$ cat src/rtl/adder_arbiter.sv
// ============================================================================
//  Module      : adder_arbiter
//  Description : Round-robin scheduler sharing one registered 16-bit
//                hierarchical carry-lookahead adder among NREQ requesters.
//                Optional statistics (op_count, stall) under ADDER_ARB_STATS_EN.
//  Revision    : 1.0 - initial release
// ============================================================================
`default_nettype none
`timescale 1ns/1ps

module adder_arbiter #(
    parameter int NREQ = 4,
    parameter int IDW  = $clog2(NREQ)
) (
    input  logic                 clk,
    input  logic                 nrst,
    input  logic [NREQ-1:0]      req_valid,
    output logic [NREQ-1:0]      req_ready,
    input  logic [16*NREQ-1:0]   req_a,
    input  logic [16*NREQ-1:0]   req_b,
    output logic                 resp_valid,
    input  logic                 resp_ready,
    output logic [15:0]          resp_sum,
    output logic [IDW-1:0]       resp_id,
`ifdef ADDER_ARB_STATS_EN
    output logic [15:0]          op_count,
    output logic                 stall,
`endif
    output logic                 busy
);

    typedef enum logic [1:0] {
        ST_IDLE = 2'd0,
        ST_EXEC = 2'd1,
        ST_RESP = 2'd2
    } state_t;

    state_t          state_q, state_d;
    logic [IDW-1:0]  last_q, last_d;
    logic [IDW-1:0]  id_q, id_d;
    logic [15:0]     op_a_q, op_a_d;
    logic [15:0]     op_b_q, op_b_d;
    logic [15:0]     sum_q, sum_d;

    logic [NREQ-1:0] grant;
    logic            any_valid;
    logic [IDW-1:0]  win_id;
    logic [15:0]     win_a;
    logic [15:0]     win_b;

    // ------------------------------------------------------------------
    // Round-robin pick: first pass covers indices above the last winner,
    // second pass wraps to indices at or below it.
    // ------------------------------------------------------------------
    always_comb begin
        grant     = '0;
        any_valid = 1'b0;
        win_id    = '0;
        win_a     = '0;
        win_b     = '0;
        for (int i = 0; i < NREQ; i++) begin
            if (!any_valid && req_valid[i] && (IDW'(i) > last_q)) begin
                any_valid = 1'b1;
                grant[i]  = 1'b1;
                win_id    = IDW'(i);
                win_a     = req_a[16*i +: 16];
                win_b     = req_b[16*i +: 16];
            end
        end
        for (int i = 0; i < NREQ; i++) begin
            if (!any_valid && req_valid[i] && (IDW'(i) <= last_q)) begin
                any_valid = 1'b1;
                grant[i]  = 1'b1;
                win_id    = IDW'(i);
                win_a     = req_a[16*i +: 16];
                win_b     = req_b[16*i +: 16];
            end
        end
    end

    // ------------------------------------------------------------------
    // Shared adder: 4-bit lookahead groups feeding a second-level group
    // lookahead. Carry-in is zero and the carry-out is never formed.
    // ------------------------------------------------------------------
    logic [14:0] add_g;
    logic [15:0] add_p;
    logic [15:0] add_c;
    logic [15:0] add_sum;
    logic [2:0]  grp_g;
    logic [2:1]  grp_p;
    logic [3:0]  grp_cin;

    assign add_g = op_a_q[14:0] & op_b_q[14:0];
    assign add_p = op_a_q ^ op_b_q;

    assign grp_cin[0] = 1'b0;
    assign grp_cin[1] = grp_g[0];
    assign grp_cin[2] = grp_g[1] | (grp_p[1] & grp_g[0]);
    assign grp_cin[3] = grp_g[2] | (grp_p[2] & grp_g[1])
                      | (grp_p[2] & grp_p[1] & grp_g[0]);

    for (genvar k = 0; k < 4; k++) begin : g_grp
        localparam int c_base = 4 * k;

        assign add_c[c_base]   = grp_cin[k];
        assign add_c[c_base+1] = add_g[c_base]
                               | (add_p[c_base] & grp_cin[k]);
        assign add_c[c_base+2] = add_g[c_base+1]
                               | (add_p[c_base+1] & add_g[c_base])
                               | (add_p[c_base+1] & add_p[c_base] & grp_cin[k]);
        assign add_c[c_base+3] = add_g[c_base+2]
                               | (add_p[c_base+2] & add_g[c_base+1])
                               | (add_p[c_base+2] & add_p[c_base+1] & add_g[c_base])
                               | (add_p[c_base+2] & add_p[c_base+1] & add_p[c_base]
                                  & grp_cin[k]);

        if (k < 3) begin : g_grp_gen
            assign grp_g[k] = add_g[c_base+3]
                            | (add_p[c_base+3] & add_g[c_base+2])
                            | (add_p[c_base+3] & add_p[c_base+2] & add_g[c_base+1])
                            | (add_p[c_base+3] & add_p[c_base+2] & add_p[c_base+1]
                               & add_g[c_base]);
            if (k > 0) begin : g_grp_prop
                assign grp_p[k] = &add_p[c_base+3:c_base];
            end
        end
    end

    assign add_sum = add_p ^ add_c;

    // ------------------------------------------------------------------
    // Control FSM
    // ------------------------------------------------------------------
    always_comb begin
        state_d    = state_q;
        last_d     = last_q;
        id_d       = id_q;
        op_a_d     = op_a_q;
        op_b_d     = op_b_q;
        sum_d      = sum_q;
        req_ready  = '0;
        resp_valid = 1'b0;
        case (state_q)
            ST_IDLE: begin
                req_ready = grant;
                if (any_valid) begin
                    op_a_d  = win_a;
                    op_b_d  = win_b;
                    id_d    = win_id;
                    last_d  = win_id;
                    state_d = ST_EXEC;
                end
            end
            ST_EXEC: begin
                sum_d   = add_sum;
                state_d = ST_RESP;
            end
            ST_RESP: begin
                resp_valid = 1'b1;
                if (resp_ready) begin
                    state_d = ST_IDLE;
                end
            end
            default: begin
                state_d = ST_IDLE;
            end
        endcase
    end

    always_ff @(posedge clk) begin
        if (!nrst) begin
            state_q <= ST_IDLE;
            last_q  <= IDW'(NREQ - 1);
            id_q    <= '0;
            op_a_q  <= '0;
            op_b_q  <= '0;
            sum_q   <= '0;
        end else begin
            state_q <= state_d;
            last_q  <= last_d;
            id_q    <= id_d;
            op_a_q  <= op_a_d;
            op_b_q  <= op_b_d;
            sum_q   <= sum_d;
        end
    end

    assign resp_sum = sum_q;
    assign resp_id  = id_q;
    assign busy     = (state_q != ST_IDLE);

`ifdef ADDER_ARB_STATS_EN
    logic [15:0] op_count_q, op_count_d;

    // Saturating count of completed response handshakes.
    always_comb begin
        op_count_d = op_count_q;
        if (resp_valid && resp_ready && (op_count_q != 16'hFFFF)) begin
            op_count_d = op_count_q + 16'd1;
        end
    end

    always_ff @(posedge clk) begin
        if (!nrst) begin
            op_count_q <= '0;
        end else begin
            op_count_q <= op_count_d;
        end
    end

    assign op_count = op_count_q;
    assign stall    = (state_q == ST_RESP) && !resp_ready;
`else
    // Statistics hardware is not built in this configuration.
`endif

endmodule

`default_nettype wire
$ cat config.mk
export PLATFORM = sky130hd
export DESIGN_NAME = adder_arbiter
export DESIGN_NICKNAME = d
export VERILOG_FILES = /design/src/rtl/adder_arbiter.sv
export SDC_FILE = /design/constraint.sdc
export NUM_CORES = 1
export LEC_CHECK = 0
export CAP_MARGIN = 15
export CORE_MARGIN = 2
export CORE_UTILIZATION = 41
export CTS_CLUSTER_DIAMETER = 200
export DETAILED_ROUTE_END_ITERATION = 8
export PLACE_DENSITY = 0.88
export RECOVER_POWER = 100
export SETUP_SLACK_MARGIN = 0.4
export SLEW_MARGIN = 20
export SYNTH_ARGS = -nofsm -noshare
export SYNTH_HDL_FRONTEND = slang
export SYNTH_SLANG_ARGS = --single-unit
export TNS_END_PERCENT = 20
$ cat constraint.sdc
create_clock -name clk -period 2.72 [get_ports clk]
set_input_delay 0.544 -clock clk [delete_from_list [all_inputs] [get_ports clk]]
set_output_delay 0.544 -clock clk [all_outputs]
set_load 0.01 [all_outputs]
==> flow_summary.json <==
{
  "outcome": "finished clean",
  "avgSynthCellArea_um2": 8.59,
  "ctsHoldBuffers": 0,
  "startpoint": "op_a_q[1]",
  "logic_area_um2": 2000,
  "n_clock_buffer": 7,
  "numCtsBuffers": 5,
  "maxSlewHeadroom_pct": 37.5,
  "final.setup.tns_ns": 0,
  "peakVddDrop_mv": 0.236,
  "gp_congestion": 0.908,
  "drive_gt1_share_pct": 7.78,
  "finalHoldViolations": 0,
  "area_leaders": "dfxtp_1, a22oi_1, a31oi_1",
  "arrival_ns": 2.69,
  "grt_pass1_wl_mm": 16.8,
  "wl_mm": 10.4,
  "whs_path_depth": 2,
  "worst-path-max-fanout": 3,
  "p_comb_share_pct": 42.9,
  "skew_ns": 0.00735,
  "rr_startpoint": "op_a_q[1]",
  "path_class": "register to register",
  "flops": 54,
  "cts_buffer_depth": 2,
  "flop_area_um2": 1080,
  "largest_area_cell": "dfxtp_1",
  "ff_type": "dfxtp_1",
  "synthCells": 376,
  "num-nonclk-buffers": 177,
  "hp-class": "register to register",
  "fp-utilization_pct": 42.0,
  "fin_ws_ns": 0.233,
  "dp.cells": 617,
  "swShare_pct": 34.7,
  "worstReg2RegEnd": "resp_sum[13]",
  "hp-start": "resp_sum[2]",
  "r2r_slack_ns": 0.23,
  "antennaDiodeCount": 0,
  "fillers": 629,
  "synthDistinctLibCells": 52,
  "ios": 159,
  "holdWs_ns": 0.467,
  "top_area_share_pct": 33.5,
  "cp_num_buf_inv": 0,
  "num_tap_cells": 102,
  "cts.sinks": 54,
  "grt_max_degree": 70,
  "hpwl_mm": 7.91,
  "warning_count": 29,
  "async_reset_ff_share_pct": 0,
  "fin_cells": 629,
  "worstMarginPinSlew_ns": 0.937,
  "wl_per_cell_um": 16.5,
  "clockPowerShare_pct": 17.4,
  "drc_errors": 0,
  "clk_root_buffer_cell": "clkbuf_8",
  "cts_tree": "built",
  "chipHeight_um": 92.7,
  "crit_end": "resp_sum[13]",
  "num-nonclk-inverters": 8,
  "synth-edff-count": 0,
  "layout_top_cells": "clkdlybuf4s50_1, a22oi_1, dfxtp_1, o21ai_0, a31oi_1",
  "viasPerCell": 5.61,
  "path_depth": 10,
  "io_buffer_count": 158,
  "dr.pass1.iters": 4,
  "core_um2": 7690,
  "crit_chain": "ha_1 > a21oi_1 > and4bb_1 > nor3_4 > o31ai_2 > or2_0 > fa_1 > xnor2_1 > nand2_1 > o211a_1",
  "die_w_um": 92.7,
  "p_per_area_nw_per_um2": 516,
  "clk_share_pct": 1.81,
  "yosys_area_um2": 3230
}
[registers in the layout, indices dropped and copies added, names as in the netlist]
| register | flops |
|---|---|
| state_q | 2 |
| op_a_q | 16 |
| resp_id | 2 |
| last_q | 2 |
| op_b_q | 16 |
| resp_sum | 16 |
[cells in the mapped netlist (all sizes together), types with 3 or more instances]
cell type,count
o31ai,4
and2,3
o211a,4
a22oi,64
nor3,5
clkbuf,21
o21a,3
o21ai,42
xnor2,4
a21oi,10
a21boi,8
a31oi,33
o22ai,4
nor2b,9
buf,13
nand2b,6
inv,8
ha,15
dfxtp,54
nor2,12
fa,4
nand3,4
nand2,22
[what timing repair did]
| item | CTS | global route |
|---|---|---|
| gates resized | 26 | 2 |
| setup endpoints to repair | 9 | 8 |
| setup buffers | 4 | 0 |
| pin swaps | 9 | 2 |
[metal layers]
layer	vias to the layer above	GRT usage, %	wire length [um]
met4	0	6.50	184
li1	1737	-	-
met5	-	0	0
met3	18	3.09	517
met2	134	42.6	5230
met1	1638	30.7	4430
[per-stage QoR]
step                total power, mW  instance area [um^2]
floorplan                      1.67                  3230
global placement               2.11                  4930
detailed placement             2.16                  4930
CTS                            2.63                  5080
global route                   2.77                  5050
finish                         2.61                  5050
[logic make-up (layout without fill, tap and decap cells)]
family,after synthesis,in the layout,share of synthesized area [%]
compound gates,184,184,39.4
simple gates,71,71,11.8
flops,54,54,33.5
buf+inv,42,193,5.39
fa+ha+maj,19,19,8.29
xor+xnor,6,6,1.63
[power by group through the flow]
stage                     logic [mW]  registers (mW)  clock network [mW]
after global routing            1.23            1.05               0.490
after CTS                       1.14            1.03               0.462
final                           1.12            1.04               0.454
after detailed placement        1.11            1.05                   0
after floorplan                0.646            1.02                   0
after global placement          1.07            1.04                   0
Fig. 1: M2 wires
Cells faint in the background.
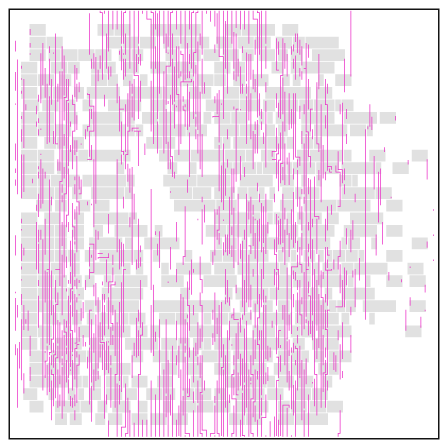
share of all routed wire	50%
main direction	vertical

Fig. 2: wiring by layer
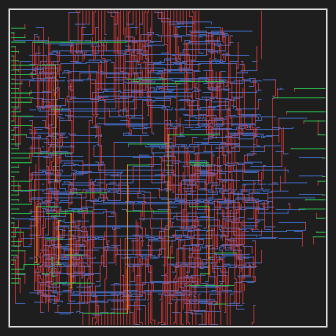
layer	colour	wire length
met4	orange	184 um
met3	green	517 um
met1	blue	4430 um
met2	red	5230 um

Fig. 3: routing congestion map
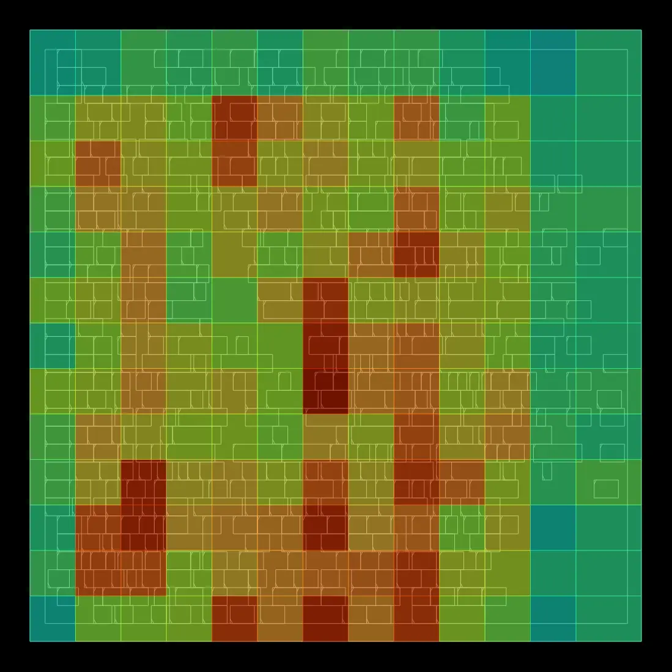
gr usage total: 24.0%
met1 Usage GRT: 30.7%
met3 GRT Util: 3.09%
Core Util, Final: 65.7%

Power and IR drop assume default switching activity.
